`src/rtl/usb_tx_ll_pkg.sv`:
```
// Shared full-speed USB line definitions, common to the transmit and receive
// low-level stages: line symbols, bit timing and bit-stuffing limits.
package usb_tx_ll_pkg;

  typedef enum logic [1:0] {
    ST_IDLE,
    ST_SYNC,
    ST_DATA,
    ST_EOP
  } tx_state_e;

  // Line symbols as {dp, dn}
  localparam logic [1:0] SYM_J   = 2'b10;
  localparam logic [1:0] SYM_K   = 2'b01;
  localparam logic [1:0] SYM_SE0 = 2'b00;

  localparam int unsigned CLKS_PER_BIT = 4;
  localparam logic [1:0]  PHASE_LAST   = 2'(CLKS_PER_BIT - 1);

  localparam logic [2:0] STUFF_LIMIT = 3'd6;

  // SYNC is K J K J K J K K; bit i set means period i is K.
  localparam logic [7:0] SYNC_K_MASK = 8'b1101_0101;
  localparam logic [2:0] SYNC_LAST   = 3'd7;
  localparam logic [2:0] EOP_LAST    = 3'd2;

  // NRZI: a 0 toggles between J and K, a 1 holds the current level.
  function automatic logic [1:0] nrzi_next(input logic [1:0] sym, input logic data_bit);
    return data_bit ? sym : {sym[0], sym[1]};
  endfunction

endpackage

```
`src/rtl/usb_tx_ll.sv`:
```
// Full-speed USB low-level transmitter: SYNC generation, NRZI encoding with
// bit stuffing and EOP, driving the PHY pins at 4 clocks per bit.
module usb_tx_ll
  import usb_tx_ll_pkg::*;
(
  input  logic clk,
  input  logic rst,
  output logic phy_tx_dp,
  output logic phy_tx_dn,
  output logic phy_tx_en,
  input  logic ll_start,
  input  logic ll_bit,
  input  logic ll_last,
  output logic ll_ack,
  output logic ll_busy
);

  tx_state_e  state_q, state_d;
  logic [1:0] phase_q, phase_d;
  logic [2:0] idx_q, idx_d;
  logic [2:0] ones_q, ones_d;
  logic       last_q, last_d;
  logic [1:0] sym_q, sym_d;
  logic       en_q, en_d;

  logic       period_end;
  logic       stuff_due;
  logic [2:0] idx_inc;
  logic [1:0] data_sym;
  logic [2:0] data_ones;

  assign period_end = (phase_q == PHASE_LAST);
  assign stuff_due  = (ones_q == STUFF_LIMIT);
  assign idx_inc    = idx_q + 3'd1;
  assign data_sym   = nrzi_next(sym_q, ll_bit);
  assign data_ones  = ll_bit ? (ones_q + 3'd1) : 3'd0;

  // A data bit is requested at the end of every period that is followed by one:
  // the last SYNC period, or a data period that neither owes a stuff bit nor ends the packet.
  assign ll_ack  = period_end &&
                   (((state_q == ST_SYNC) && (idx_q == SYNC_LAST)) ||
                    ((state_q == ST_DATA) && !stuff_due && !last_q));
  assign ll_busy = (state_q != ST_IDLE);

  assign phy_tx_dp = sym_q[1];
  assign phy_tx_dn = sym_q[0];
  assign phy_tx_en = en_q;

  always_ff @(posedge clk) begin
    if (rst) begin
      state_q <= ST_IDLE;
      phase_q <= 2'd0;
      idx_q   <= 3'd0;
      ones_q  <= 3'd0;
      last_q  <= 1'b0;
      sym_q   <= SYM_J;
      en_q    <= 1'b0;
    end else begin
      state_q <= state_d;
      phase_q <= phase_d;
      idx_q   <= idx_d;
      ones_q  <= ones_d;
      last_q  <= last_d;
      sym_q   <= sym_d;
      en_q    <= en_d;
    end
  end

  always_comb begin
    state_d = state_q;
    phase_d = (state_q == ST_IDLE) ? 2'd0 : phase_q + 2'd1;
    idx_d   = idx_q;
    ones_d  = ones_q;
    last_d  = last_q;
    sym_d   = sym_q;
    en_d    = en_q;

    unique case (state_q)
      ST_IDLE: begin
        if (ll_start) begin
          state_d = ST_SYNC;
          idx_d   = 3'd0;
          ones_d  = 3'd1;
          last_d  = 1'b0;
          sym_d   = SYM_K;
          en_d    = 1'b1;
        end
      end

      ST_SYNC: begin
        if (period_end) begin
          if (idx_q == SYNC_LAST) begin
            state_d = ST_DATA;
            sym_d   = data_sym;
            ones_d  = data_ones;
            last_d  = ll_last;
          end else begin
            idx_d = idx_inc;
            sym_d = SYNC_K_MASK[idx_inc] ? SYM_K : SYM_J;
          end
        end
      end

      ST_DATA: begin
        if (period_end) begin
          if (stuff_due) begin
            sym_d  = {sym_q[0], sym_q[1]};
            ones_d = 3'd0;
          end else if (last_q) begin
            state_d = ST_EOP;
            idx_d   = 3'd0;
            sym_d   = SYM_SE0;
          end else begin
            sym_d  = data_sym;
            ones_d = data_ones;
            last_d = ll_last;
          end
        end
      end

      ST_EOP: begin
        if (period_end) begin
          if (idx_q == EOP_LAST) begin
            state_d = ST_IDLE;
            idx_d   = 3'd0;
            ones_d  = 3'd0;
            last_d  = 1'b0;
            sym_d   = SYM_J;
            en_d    = 1'b0;
          end else begin
            idx_d = idx_inc;
            sym_d = (idx_q == 3'd1) ? SYM_J : SYM_SE0;
          end
        end
      end

      default: begin
        state_d = ST_IDLE;
        sym_d   = SYM_J;
        en_d    = 1'b0;
      end
    endcase
  end

endmodule

```
`config.mk`:
```
export PLATFORM = sky130hd
export DESIGN_NAME = usb_tx_ll
export DESIGN_NICKNAME = d
export VERILOG_FILES = /design/src/rtl/usb_tx_ll_pkg.sv /design/src/rtl/usb_tx_ll.sv
export SDC_FILE = /design/constraint.sdc
export NUM_CORES = 1
export LEC_CHECK = 0
export ABC_AREA = 0
export CORE_AREA = 3 3 52 54
export DETAILED_ROUTE_END_ITERATION = 12
export DIE_AREA = 0 0 55 57
export GPL_TIMING_DRIVEN = 0
export PLACE_DENSITY = 0.6
export SYNTH_ARGS = -nofsm -noshare
export SYNTH_HDL_FRONTEND = slang
export SYNTH_SLANG_ARGS = --single-unit
```
`constraint.sdc`:
```
create_clock -name clk -period 2.29 [get_ports clk]
set_clock_uncertainty 0.2 [all_clocks]
set_input_delay 0.458 -clock clk [delete_from_list [all_inputs] [get_ports clk]]
set_output_delay 0.458 -clock clk [all_outputs]
set_load 0.005 [all_outputs]
```
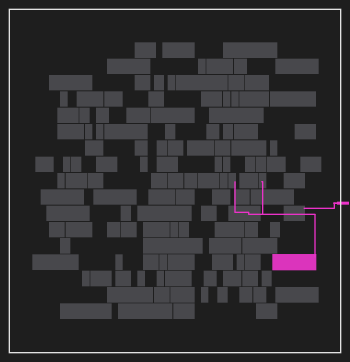
Fig. 1. Wires at chosen ports, followed through buffers (run 1).
Drawn at 6 px/um.
Key: phy_tx_dn = magenta [direction output, edge east, end cells 1, wire 38.1 um]
number of ports placed on the die boundary: 10
Port Buffer Count: 9

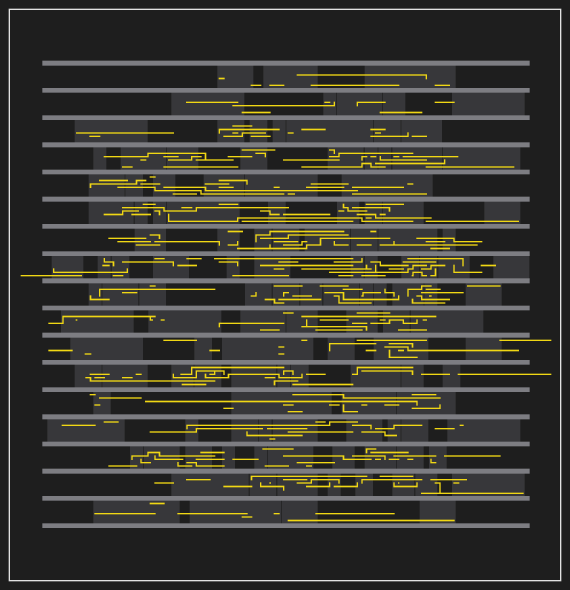
Fig. 2. The metal 1 layer (run 1).
Drawn at 10 px/um. Supply wires on this layer in grey. Cells faint in the background.
The wires run mostly horizontal. The longest straight run is 27.1 um. The layer holds 48% of the routed length.
met1 track utilization from global routing: 22.0%
via count: 868
Final Routed Wirelength: 2.34 mm

==> impl_table.tex, run 1 <==
% Table of physical implementation metrics
\begin{tabular}{lr}
\hline
Metric & Value \\
\hline
\multicolumn{2}{l}{\textbf{Routing}} \\
\quad Detailed route wirelength on metal3 & 84 um \\
\quad Final routed wire length divided by cell count & 14.9 um \\
\quad Routed metal-1 wire length & 1.11 mm \\
\quad Top layer reached by signal wires & met4 \\
\quad Length of routed met2 wiring & 1.12 mm \\
\multicolumn{2}{l}{\textbf{Clocking}} \\
\quad Total clock buffers created by CTS & 3 \\
\quad Hold buffers post-CTS & 0 \\
\quad CTS tree & done \\
\multicolumn{2}{l}{\textbf{Final layout}} \\
\quad Area growth, synth to finish & 32.3\% \\
\quad Number of clock buffers in the layout & 4 \\
\quad Non-clock inverters & 8 \\
\quad Logic share of the area & 56.0\% \\
\quad Most frequently placed logic cell in the final layout & sky130\_fd\_sc\_hd\_\_nor2\_1 \\
\quad Sequential cell area in the final layout & 292 um\^{}2 \\
\quad Register share of the cell area & 22.0\% \\
\quad Final net count & 148 \\
\quad Filler instances & 224 \\
\multicolumn{2}{l}{\textbf{Power and ir drop}} \\
\quad Total power & 0.00161 W \\
\quad Proportion of total power due to net switching & 41.4\% \\
\quad Biggest consumer & combinational cells \\
\quad Pwr per Cell Area & 1210 nW/um\^{}2 \\
\quad Fraction of power consumed by combinational cells & 63.0\% \\
\multicolumn{2}{l}{\textbf{Logic synthesis}} \\
\quad Syn Std Cell Area & 1000 um\^{}2 \\
\quad Summed standard-cell area reported by yosys & 1000 um\^{}2 \\
\quad Cell with the most instances after synthesis & sky130\_fd\_sc\_hd\_\_dfxtp\_1 \\
\quad Cell count listed in synth\_stat.txt & 108 \\
\quad Top-area cell type share of the netlist area & 27.9\% \\
\quad Post-synth ARST share & 0\% \\
\quad Synth top area cells & sky130\_fd\_sc\_hd\_\_dfxtp\_1 28\%, sky130\_fd\_sc\_hd\_\_ha\_1 16\%, sky130\_fd\_sc\_hd\_\_nor2\_1 4.1\%, sky130\_fd\_sc\_hd\_\_mux2i\_1 4.0\%, sky130\_fd\_sc\_hd\_\_nor3\_1 3.0\% \\
\multicolumn{2}{l}{\textbf{Setup path}} \\
\quad WS Path Type & reg2out \\
\quad R2r startpoint & state\_q[1] \\
\quad Data required time at the worst endpoint & 1.63 ns \\
\quad Critical path capture point type & primary output \\
\multicolumn{2}{l}{\textbf{STA}} \\
\quad Slew Limit Headroom & 65.8\% \\
\quad Hold Violations, Final & 0 \\
\multicolumn{2}{l}{\textbf{Job}} \\
\quad Total tool warning count & 34 \\
\multicolumn{2}{l}{\textbf{Global route}} \\
\quad Number of antenna violations at the first check in global routing & 0 \\
\multicolumn{2}{l}{\textbf{Die}} \\
\quad Die extent in x & 55 um \\
\multicolumn{2}{l}{\textbf{Status}} \\
\quad Result of the run & finished clean \\
\hline
\end{tabular}
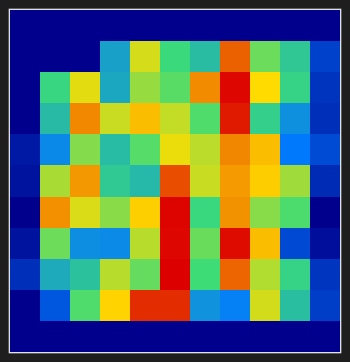
Fig. 3. Local utilization (run 1).
Drawn at 6 px/um. 11 x 11 tiles, from dark blue (low) to red (high), 0 to 100% covered.
The fullest tile reaches 100%. The densest ninth of the die: centre. 25% of the tiles are nearly empty. 21% of the tiles are over 75% full. The mean over all tiles is 41%.
end-of-flow core utilization: 58.9%
FP Core Util: 44.5%
floorplan core area: 2250 um^2

Fig. 4: run 1, sizing map
Drawn at 6 px/um.
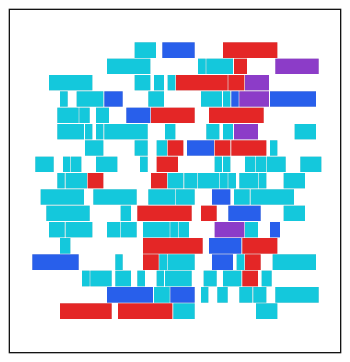

==> inputs of run 2 (changes only) <==
Settings changed: CORE_AREA 3 3 52 54 to 3 3 68 70, DIE_AREA 0 0 55 57 to 0 0 71 73, PLACE_DENSITY 0.6 to 0.37.
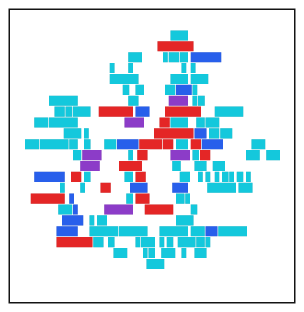
Fig. 5. Sizing map (run 2).
Drawn at 4 px/um.
Key: _0 and _1 cells = cyan [cells 91, share 71%]; _6 and larger = purple [cells 6, share 4.7%]; _2 cells = blue [cells 14, share 11%]; _3 and _4 cells = red [cells 18, share 14%]
Area growth, synth to finish: 35.5%
buffer count excluding the clock tree in the final layout: 20
setup slack of the critical path after layout: 0.0676 ns

==> impl_table.tex, run 2 <==
% Table of physical implementation metrics
\begin{tabular}{lr}
\hline
Metric & Value \\
\hline
\multicolumn{2}{l}{\textbf{Status}} \\
\quad Result of the run & finished clean \\
\multicolumn{2}{l}{\textbf{Routing}} \\
\quad Initial DRT Pass Iterations & 4 \\
\quad Final routed wire length divided by cell count & 13.9 um \\
\quad Via count & 838 \\
\quad Top layer reached by signal wires & met4 \\
\quad Final Routed Wirelength & 2.49 mm \\
\quad Detailed route wirelength on metal3 & 94 um \\
\multicolumn{2}{l}{\textbf{Clocking}} \\
\quad Total clock buffers created by CTS & 3 \\
\quad Hold buffers post-CTS & 0 \\
\quad CTS tree & done \\
\multicolumn{2}{l}{\textbf{Final layout}} \\
\quad Filler instances & 409 \\
\quad End-of-flow core utilization & 33.8\% \\
\quad Register share of the cell area & 21.3\% \\
\quad Most frequently placed logic cell in the final layout & sky130\_fd\_sc\_hd\_\_nor2\_1 \\
\quad Non-clock inverters & 8 \\
\quad Number of clock buffers in the layout & 4 \\
\quad Final net count & 148 \\
\quad Sequential cell area in the final layout & 290 um\^{}2 \\
\quad Logic share of the area & 53.8\% \\
\multicolumn{2}{l}{\textbf{Setup path}} \\
\quad WS Path Type & reg2out \\
\quad Family with the most delay on the worst path & flip-flops \\
\quad Most common cell on crit path & sky130\_fd\_sc\_hd\_\_ha\_4 \\
\quad Data required time at the worst endpoint & 1.63 ns \\
\quad Critical path's slowest cell & sky130\_fd\_sc\_hd\_\_dfxtp\_4 \\
\multicolumn{2}{l}{\textbf{Die}} \\
\quad Floorplan core area & 4030 um\^{}2 \\
\quad FP Core Util & 24.9\% \\
\quad Die extent in x & 71 um \\
\quad Total die size & 5180 um\^{}2 \\
\quad Number of ports placed on the die boundary & 10 \\
\multicolumn{2}{l}{\textbf{Global route}} \\
\quad Met1 track utilization from global routing & 13.7\% \\
\quad Number of antenna violations at the first check in global routing & 0 \\
\quad First-pass GRT wire length & 4.06 mm \\
\multicolumn{2}{l}{\textbf{Logic synthesis}} \\
\quad Cell count listed in synth\_stat.txt & 108 \\
\quad Top-area cell type share of the netlist area & 27.9\% \\
\quad Cell with the most instances after synthesis & sky130\_fd\_sc\_hd\_\_dfxtp\_1 \\
\quad Synthesized Nets & 126 \\
\quad Synth top cells by count & 14 x sky130\_fd\_sc\_hd\_\_dfxtp\_1, 13 x sky130\_fd\_sc\_hd\_\_ha\_1, 11 x sky130\_fd\_sc\_hd\_\_nor2\_1 \\
\quad Post-synth ARST share & 0\% \\
\multicolumn{2}{l}{\textbf{Power and ir drop}} \\
\quad Total power & 0.00164 W \\
\quad Proportion of total power due to net switching & 39.8\% \\
\quad Pwr per Cell Area & 1210 nW/um\^{}2 \\
\quad Biggest consumer & combinational cells \\
\multicolumn{2}{l}{\textbf{STA}} \\
\quad Slew Limit Headroom & 62.9\% \\
\multicolumn{2}{l}{\textbf{Job}} \\
\quad Total tool warning count & 34 \\
\hline
\end{tabular}
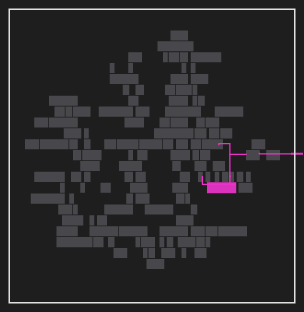
Fig. 6. Wires at chosen ports, followed through buffers (run 2).
Drawn at 4 px/um.
Key: phy_tx_dn = magenta [direction output, edge east, end cells 1, wire 36.2 um]

Power and IR drop assume default switching activity.
